$ cat src/rtl/cordic_scale_arbiter.sv
// cordic_scale_arbiter: round-robin sharing of one combinational CORDIC
// gain-compensation scaler between N_REQ engines. One pair is granted in IDLE,
// scaled during the single SCALE cycle, and held in OUT until the consumer
// accepts it.
module cordic_scale_arbiter #(
   parameter  int CORDIC_WIDTH = 22,
   parameter  int N_REQ        = 4,
   localparam int ID_W         = $clog2(N_REQ)
) (
   input  logic                             clk,
   input  logic                             rst_n,
   input  logic [N_REQ-1:0]                 req_valid,
   output logic [N_REQ-1:0]                 req_ready,
   input  logic [N_REQ*CORDIC_WIDTH-1:0]    req_x,
   input  logic [N_REQ*CORDIC_WIDTH-1:0]    req_y,
   output logic                             scl_en,
   output logic signed [CORDIC_WIDTH-1:0]   scl_x_in,
   output logic signed [CORDIC_WIDTH-1:0]   scl_y_in,
   input  logic signed [CORDIC_WIDTH-1:0]   scl_x_out,
   input  logic signed [CORDIC_WIDTH-1:0]   scl_y_out,
   output logic                             out_valid,
   input  logic                             out_ready,
   output logic signed [CORDIC_WIDTH-1:0]   out_x,
   output logic signed [CORDIC_WIDTH-1:0]   out_y,
   output logic [ID_W-1:0]                  out_id,
   output logic                             busy
);

   typedef enum logic [1:0] {
      IDLE  = 2'd0,
      SCALE = 2'd1,
      OUT   = 2'd2
   } state_t;

   state_t                         state_q, state_d;
   logic [ID_W-1:0]                last_grant_q, last_grant_d;
   logic [ID_W-1:0]                id_q, id_d;
   logic [ID_W-1:0]                out_id_q, out_id_d;
   logic signed [CORDIC_WIDTH-1:0] op_x_q, op_x_d;
   logic signed [CORDIC_WIDTH-1:0] op_y_q, op_y_d;
   logic signed [CORDIC_WIDTH-1:0] out_x_q, out_x_d;
   logic signed [CORDIC_WIDTH-1:0] out_y_q, out_y_d;

   logic                           grant_found;
   logic [ID_W-1:0]                grant_idx;
   logic [ID_W-1:0]                cand;
   int unsigned                    pos;
   logic [N_REQ-1:0]               grant_oh;
   logic signed [CORDIC_WIDTH-1:0] sel_x, sel_y;
   logic                           accept;

   // Rotating search: first valid requester at or after last_grant+1, wrapping.
   always_comb begin
      grant_found = 1'b0;
      grant_idx   = '0;
      cand        = '0;
      pos         = 0;
      for (int unsigned i = 0; i < N_REQ; i++) begin
         pos = 32'(last_grant_q) + 32'd1 + i;
         if (pos >= N_REQ) pos = pos - N_REQ;
         cand = ID_W'(pos);
         if (!grant_found && req_valid[cand]) begin
            grant_found = 1'b1;
            grant_idx   = cand;
         end
      end
   end

   // One-hot grant and operand mux for the granted requester.
   always_comb begin
      grant_oh = '0;
      sel_x    = '0;
      sel_y    = '0;
      for (int unsigned i = 0; i < N_REQ; i++) begin
         grant_oh[i] = grant_found && (grant_idx == ID_W'(i));
         if (grant_oh[i]) begin
            sel_x = req_x[i*CORDIC_WIDTH +: CORDIC_WIDTH];
            sel_y = req_y[i*CORDIC_WIDTH +: CORDIC_WIDTH];
         end
      end
   end

   // Handshake and status outputs; all forced quiet while reset is held low.
   always_comb begin
      accept    = rst_n && (state_q == IDLE) && grant_found;
      req_ready = accept ? grant_oh : '0;
      scl_en    = rst_n && (state_q == SCALE);
      out_valid = rst_n && (state_q == OUT);
      busy      = rst_n && (state_q != IDLE);
      scl_x_in  = op_x_q;
      scl_y_in  = op_y_q;
      out_x     = out_x_q;
      out_y     = out_y_q;
      out_id    = out_id_q;
   end

   // Next-state and datapath register updates for IDLE -> SCALE -> OUT.
   always_comb begin
      state_d      = state_q;
      last_grant_d = last_grant_q;
      id_d         = id_q;
      op_x_d       = op_x_q;
      op_y_d       = op_y_q;
      out_x_d      = out_x_q;
      out_y_d      = out_y_q;
      out_id_d     = out_id_q;
      case (state_q)
         IDLE: begin
            if (accept) begin
               op_x_d       = sel_x;
               op_y_d       = sel_y;
               id_d         = grant_idx;
               last_grant_d = grant_idx;
               state_d      = SCALE;
            end
         end
         SCALE: begin
            out_x_d  = scl_x_out;
            out_y_d  = scl_y_out;
            out_id_d = id_q;
            state_d  = OUT;
         end
         OUT: begin
            if (out_ready) state_d = IDLE;
         end
         default: state_d = IDLE;
      endcase
   end

   // State registers with synchronous active-low reset.
   always_ff @(posedge clk) begin
      if (!rst_n) begin
         state_q      <= IDLE;
         last_grant_q <= ID_W'(N_REQ - 1);
         id_q         <= '0;
         op_x_q       <= '0;
         op_y_q       <= '0;
         out_x_q      <= '0;
         out_y_q      <= '0;
         out_id_q     <= '0;
      end else begin
         state_q      <= state_d;
         last_grant_q <= last_grant_d;
         id_q         <= id_d;
         op_x_q       <= op_x_d;
         op_y_q       <= op_y_d;
         out_x_q      <= out_x_d;
         out_y_q      <= out_y_d;
         out_id_q     <= out_id_d;
      end
   end

endmodule

$ cat config.mk
export PLATFORM = sky130hd
export DESIGN_NAME = cordic_scale_arbiter
export DESIGN_NICKNAME = d
export VERILOG_FILES = /design/src/rtl/cordic_scale_arbiter.sv
export SDC_FILE = /design/constraint.sdc
export NUM_CORES = 1
export LEC_CHECK = 0
export CORE_AREA = 5 5 121 123
export DETAILED_ROUTE_END_ITERATION = 12
export DIE_AREA = 0 0 126 128
export PLACE_DENSITY = 0.79
export SYNTH_ARGS = -nofsm -noshare
export SYNTH_HDL_FRONTEND = slang
export SYNTH_SLANG_ARGS = --single-unit
$ cat constraint.sdc
create_clock -name clk -period 2.11 [get_ports clk]
set_input_delay 0.3165 -clock clk [delete_from_list [all_inputs] [get_ports clk]]
set_output_delay 0.3165 -clock clk [all_outputs]
set_load 0.01 [all_outputs]
==> flow_summary.yaml, run 1 <==
# physical design summary
power_and_ir_drop:
  pg_clk_w: 0.00165
  power.group.top: "combinational logic"
  pg_seq_w: 0.00223
  report.power.total_w: 0.006340
  leakage_nw: 3.448
  ir_worst_vdd_mv: 0.3572
  pwr_density_cell_nw_per_um2: 723.5
  p_int_w: 0.004488
  power.switching_w: 0.001852
  share_comb_of_total_power: 0.388
  p_sw_frac: 0.2921
  p_comb_w: 0.00246
  seqPwrFrac: 0.351
sta:
  timing.final.ws_setup_ps: 119.2
  max_freq_ghz: 0.5023
  hold_ws_ps: 451.6
  fin_worst_skew_ps: 3.538
  hold_viol: 0
  setup_tns_ps: 0
  relSlewSlack: 0.6593
  rsz0062_at_grt: "no"
  finalCritPeriodShare: 0.9435
  timing.final.crit_period_ps: 1991
  finalSetupViolCount: 0
finish:
  finalInstanceArea_sq_um: 8762
  comb-cell-share: 0.2993
  comb_area_sq_um: 2623
  buf_share: 0.4200
  n_all_buffers: 364
  seq_area_sq_um: 1923
  flop-count: 96
  syn2layout_area_growth_pct: 84.82
  n_all_inverters: 3
  largest_class: "non-clock buffers"
  final_util: 0.6463
  num-clock-buffers: 11
  final_nets: 1116
  final-instance-count-excl-fill: 1075
  layout_top_cell: "clkdlybuf4s50_1"
  seq_share: 0.2195
  logic_gates: 415
  num_antenna_cells: 2
  n_fill_cell: 1148
synthesis:
  flop_cell: "dfxtp_1"
  ys_top_logic_family: "AND-OR/OR-AND gates"
  yosys_area_sq_um: 4741
  yosysUniqueCellTypes: 37
  top_cell_area_share: 0.4054
  synth_flops: 96
  simple_gate_share: 0.2478
  ys_seq_frac: 0.4054
  avgSynthCellArea_sq_um: 8.376
  ys_top_cells_by_count: "96 x dfxtp_1, 96 x nand2_1, 95 x nor2_1"
  syn_inst: 566
  syn_area_sq_um: 4741
  synth_area_leader_cell: "dfxtp_1"
  ys_sh_xor: 0
  fp_nets: 793
  synthMuxAreaShare: 0.002111
  fa_ha_area_frac: 0
  aoi_share: 0.2898
  async_flop_share: 0
die:
  die_height_microns: 128
  tap_cells: 180
  die_width_microns: 126
  dieArea_sq_um: 16130
  placementRows: 43
clock_network:
  clk_latency_ps: 340
  cts_made_buffers: 9
  cts_tree: "done"
  cts_resized: 30
  cts.sinks: 96
  postCtsSetupBuffers: 0
  ctsLongestPathBuffers: 2
  path_clk_slew_ps: 60
  root_buffer: "clkbuf_16"
  cts.hold.buffers_added: 0
  h-tree-depth: 3
routing:
  drtIter0Drc: 215
  met2_length_microns: 9393
  drc: 0
  top_layer: "met5"
  wire_per_inst_microns: 17.45
  dr.pass1.iters: 4
  drtAntennaViolNets: 0
  viasPerCell: 5.007
  wl_met3_microns: 1651
worst_hold_path:
  holdPathStages: 2
  hp-start: "id_q[0]"
  min-delay-path-class: "reg2reg"
  min_to: "id_q[0]"
worst_setup_path:
  crit_fanout: 5
  critPathRequiredTime_ps: 1790
  cp-endpoint: "req_ready[3]"
  path_class: "reg2out"
  arrival_ps: 1670
  reg2regPathDepth: 7
  critical_path.startpoint_type: "register"
  critPathTopFamily: "simple AND/OR/NAND/NOR gates"
  critPathLaunch: "state_q[1]"
  path_cells: "buf_4, nor2_1, o2111a_1, nor3_4, nor2_4, buf_2"
  end_kind: "output port"
  r2r_slack_ps: 190
  slowest_stage: "dfxtp_1"
  worst-path-stages: 6
  r2r_start: "last_grant_q[0]"
  cp_slowest_stage_delay_ps: 320
  rr_endpoint: "scl_y_in[14]"
grt:
  grt_pass1_vias: 5375
  grt.busiest_layer: "met2"
  met1_usage: 0.2536
  grt_util_met3: 0.07042
  grt_usage: 0.2235
  grt_pass1_wl_microns: 28740
  grt_start_max_net_pins: 48
  antenna_found_initial: 3
placed_design:
  hpwlAfterDp_microns: 14080
  dp.cells: 1057
  pre_cts_slack_ps: -561.7
  gp_congestion: 0.8952
  post_dp_cell_area_sq_um: 8381
run:
  warnings: 26
  cap_violations: 0
status:
  status: "completed"
Run 1, zoomed window:
Region (84, 86) to (104, 106) microns. Cells in grey, sequential cells in the stronger grey; small squares are vias.
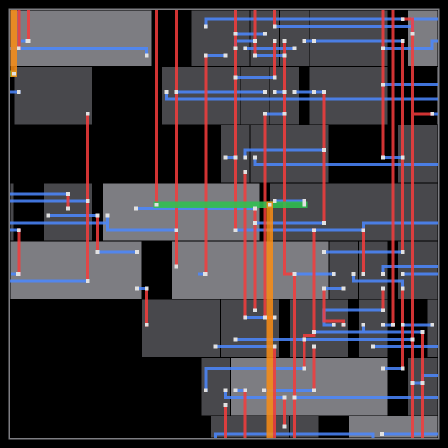
[M3] green
[M1] blue
[M2] red
[M4] orange
cells with their middle in the window: 28
sequential cells in the window: 5
netlist names of flops here include: out_x (3), scl_y_in (2)
most frequent: nand2_1 (8), clkdlybuf4s50_1 (8), dfxtp_1 (5)

Run 1, port wiring:
(3 px per micron)
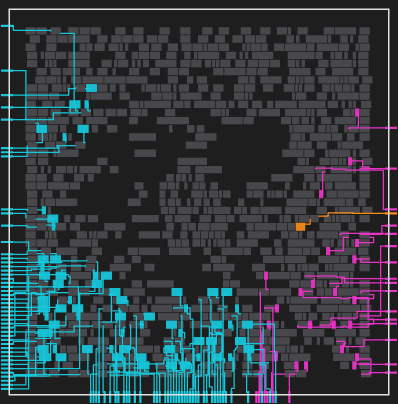
[scl_y_out] magenta | bits: 22 | direction: input | end cells: 22 | wire: 567 microns
[req_x] cyan | bits: 88 | direction: input | end cells: 66 | wire: 2010 microns
[out_valid] orange | bits: 1 | direction: output | end cells: 1 | wire: 27.5 microns
io pins: 324
I/O Buffers: 323

Run 1, metal 2:
(3 px per micron) Cells faint in the background.
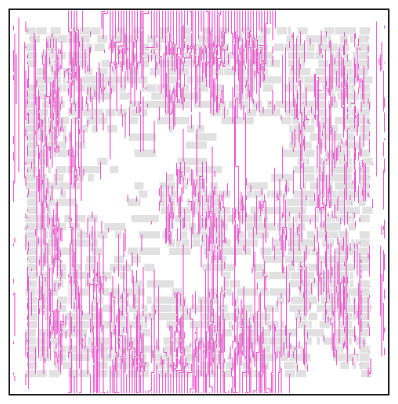
main direction: vertical
longest straight run: 54.4 microns
share of all routed wire: 50%
vias after detailed routing: 5383
Routed WL: 18760 microns
met2 usage: 0.3953

Run 1, wiring by layer:
(4 px per micron) Two of the layers only.
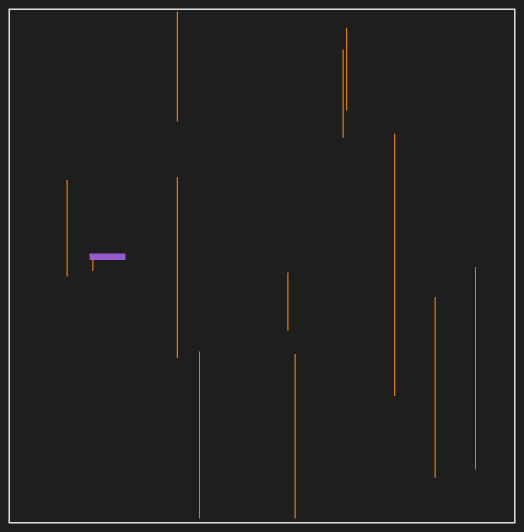

## Run 2: what changed since run 1
ABC_AREA = 1   (was not set)
CORE_AREA = 5 5 132 122   (was 5 5 121 123)
DIE_AREA = 0 0 137 127   (was 0 0 126 128)
GPL_ROUTABILITY_DRIVEN = 0   (was not set)
Run 2, wiring by layer:
(4 px per micron) Two of the layers only.
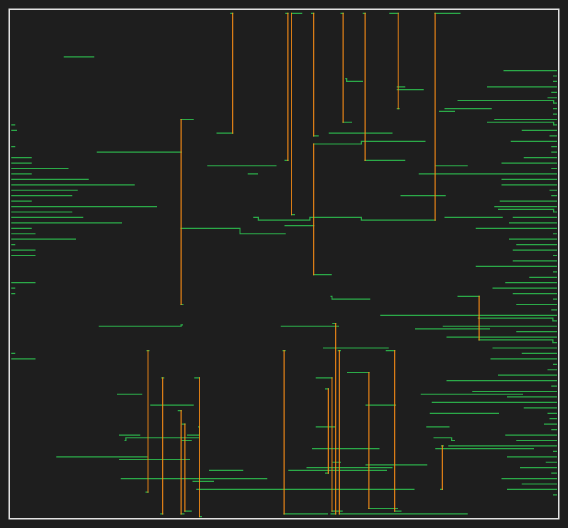
[M3] green | wire length: 1900 microns
[M4] orange | wire length: 797 microns
Avg WL per Cell: 17.54 microns
Routed WL: 24490 microns
vias after detailed routing: 6822
GRT Total Usage: 0.2545

Run 2, clock nets:
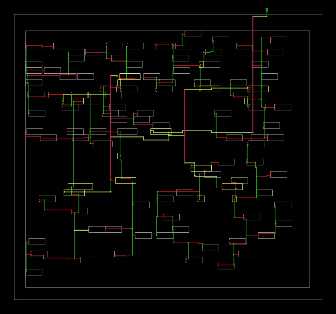
clk_skew: 8.054 ps
worst skew pair latency: 350 ps
CLK BUF: 11
clock group power: 0.00165 W

==> flow_summary.yaml, run 2 <==
# physical design summary
die:
  die_height_microns: 127
  tap_cells: 198
  floorplan.core_util: 0.3835
  placementRows: 42
  dieArea_sq_um: 17400
  num_io_pins: 324
  die_width_microns: 137
sta:
  rsz0062_at_grt: "yes"
  max_freq_ghz: 0.4383
  relSlewSlack: 0.6322
  timing.final.crit_period_ps: 2282
  finalSetupViolCount: 48
  setup_tns_ps: -5487
  timing.final.ws_setup_ps: -171.7
  hold_ws_ps: 486.4
  hold_viol: 0
  slew_viol_final: 0
  finalCritPeriodShare: 1.081
routing:
  drtIter0Drc: 420
  drtAntennaViolNets: 0
  dr.pass1.iters: 5
  wl_met3_microns: 1902
  top_layer: "met4"
  viasPerCell: 4.887
  drc: 0
  met2_length_microns: 12060
finish:
  finalInstanceArea_sq_um: 9867
  n_fill_cell: 1269
  seq_share: 0.1955
  buf_share: 0.3912
  logic_gates: 611
  final_nets: 1420
  n_all_inverters: 101
  largest_class: "non-clock buffers"
  clock_area_frac: 0.02942
  layout_top_cell: "clkdlybuf4s50_1"
  comb-cell-share: 0.3188
  n_all_buffers: 374
  flop-count: 96
  final_util: 0.6828
  num_antenna_cells: 0
  final-instance-count-excl-fill: 1396
  syn2layout_area_growth_pct: 78.05
  seq_area_sq_um: 1929
  comb_area_sq_um: 3146
power_and_ir_drop:
  power.switching_w: 0.008001
  power.group.top: "combinational logic"
  leakage_nw: 4.241
  p_int_w: 0.008734
  pg_seq_w: 0.00274
  seqPwrFrac: 0.164
  share_comb_of_total_power: 0.737
  p_sw_frac: 0.4781
  ir_worst_vdd_mv: 1.591
  pwr_density_cell_nw_per_um2: 1696
  p_comb_w: 0.0123
  report.power.total_w: 0.01673
status:
  violations: "negative setup slack"
  status: "finished, violations left"
worst_setup_path:
  arrival_ps: 2550
  r2r_start: "last_grant_q[0]"
  reg2regPathDepth: 18
  slowest_stage: "dfxtp_4"
  cp_slowest_stage_delay_ps: 370
  critPathTopFamily: "simple AND/OR/NAND/NOR gates"
  worst-path-stages: 18
  rr_endpoint: "scl_y_in[14]"
  r2r_slack_ps: -170
  path_common_cell: "nand2_4"
  path_class: "reg2reg"
  critPathRequiredTime_ps: 2380
  critical_path.startpoint_type: "register"
  crit_fanout: 7
  path_cells: "buf_8, nand2_4, nand2_4, nand2_4, nand2_4, nor2_8, nand3_2, nand2_2, nand2_4, buf_12, buf_6, nor2_4, buf_12, clkbuf_16, nand2_1, nand3_1, nand2_1, a21oi_1"
  critPathLaunch: "last_grant_q[0]"
  end_kind: "register"
  cp-endpoint: "scl_y_in[14]"
synthesis:
  synth_flops: 96
  simple_gate_share: 0.3902
  syn_area_sq_um: 5542
  ys_top_logic_family: "simple AND/OR/NAND/NOR gates"
  synth_area_leader_cell: "dfxtp_1"
  avgSynthCellArea_sq_um: 6.377
  synthMuxAreaShare: 0
  fp_nets: 1096
  flop_cell: "dfxtp_1"
  fa_ha_area_frac: 0
  ys_top_cells_by_count: "162 x nand2_1, 144 x nor2_1, 96 x dfxtp_1"
  top_cell_area_share: 0.3468
  async_flop_share: 0
  ys.warnings.count: 0
  edf_count: 0
  syn_inst: 869
  ys_seq_frac: 0.3468
  ys_sh_xor: 0
  yosys_area_sq_um: 5542
  yosysUniqueCellTypes: 27
  aoi_share: 0.1316
clock_network:
  postCtsSetupBuffers: 5
  ctsLongestPathBuffers: 2
  cts_tree: "done"
  root_buffer: "clkbuf_16"
  cts_made_buffers: 9
  h-tree-depth: 3
  path_clk_slew_ps: 70
  cts.sinks: 96
  cts_resized: 63
  cts.hold.buffers_added: 0
placed_design:
  hpwlAfterDp_microns: 16980
  numPortBuffers: 323
  pre_cts_slack_ps: -591.9
  post_dp_cell_area_sq_um: 9041
  dp.cells: 1367
grt:
  grt.busiest_layer: "met2"
  grt_pass1_vias: 6337
  antenna_found_initial: 0
  grt_pass1_wl_microns: 34760
  grt_start_max_net_pins: 72
  met1_usage: 0.3058
  grt_util_met3: 0.06643
worst_hold_path:
  hp-start: "id_q[1]"
  holdPathStages: 2
  min_to: "id_q[1]"
  min-delay-path-class: "reg2reg"
run:
  warnings: 28
  cap_violations: 0
Run 2, metal 2:
(3 px per micron) Cells faint in the background.
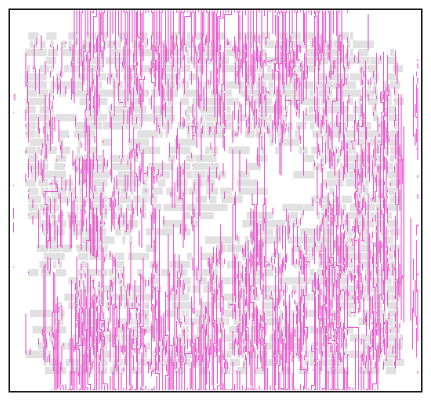
nets with wire on the layer: 1095
share of all routed wire: 49%
longest straight run: 75.1 microns
wire length on this layer: 12100 microns
main direction: vertical
met2 usage: 0.4393

Power and IR drop assume default switching activity.
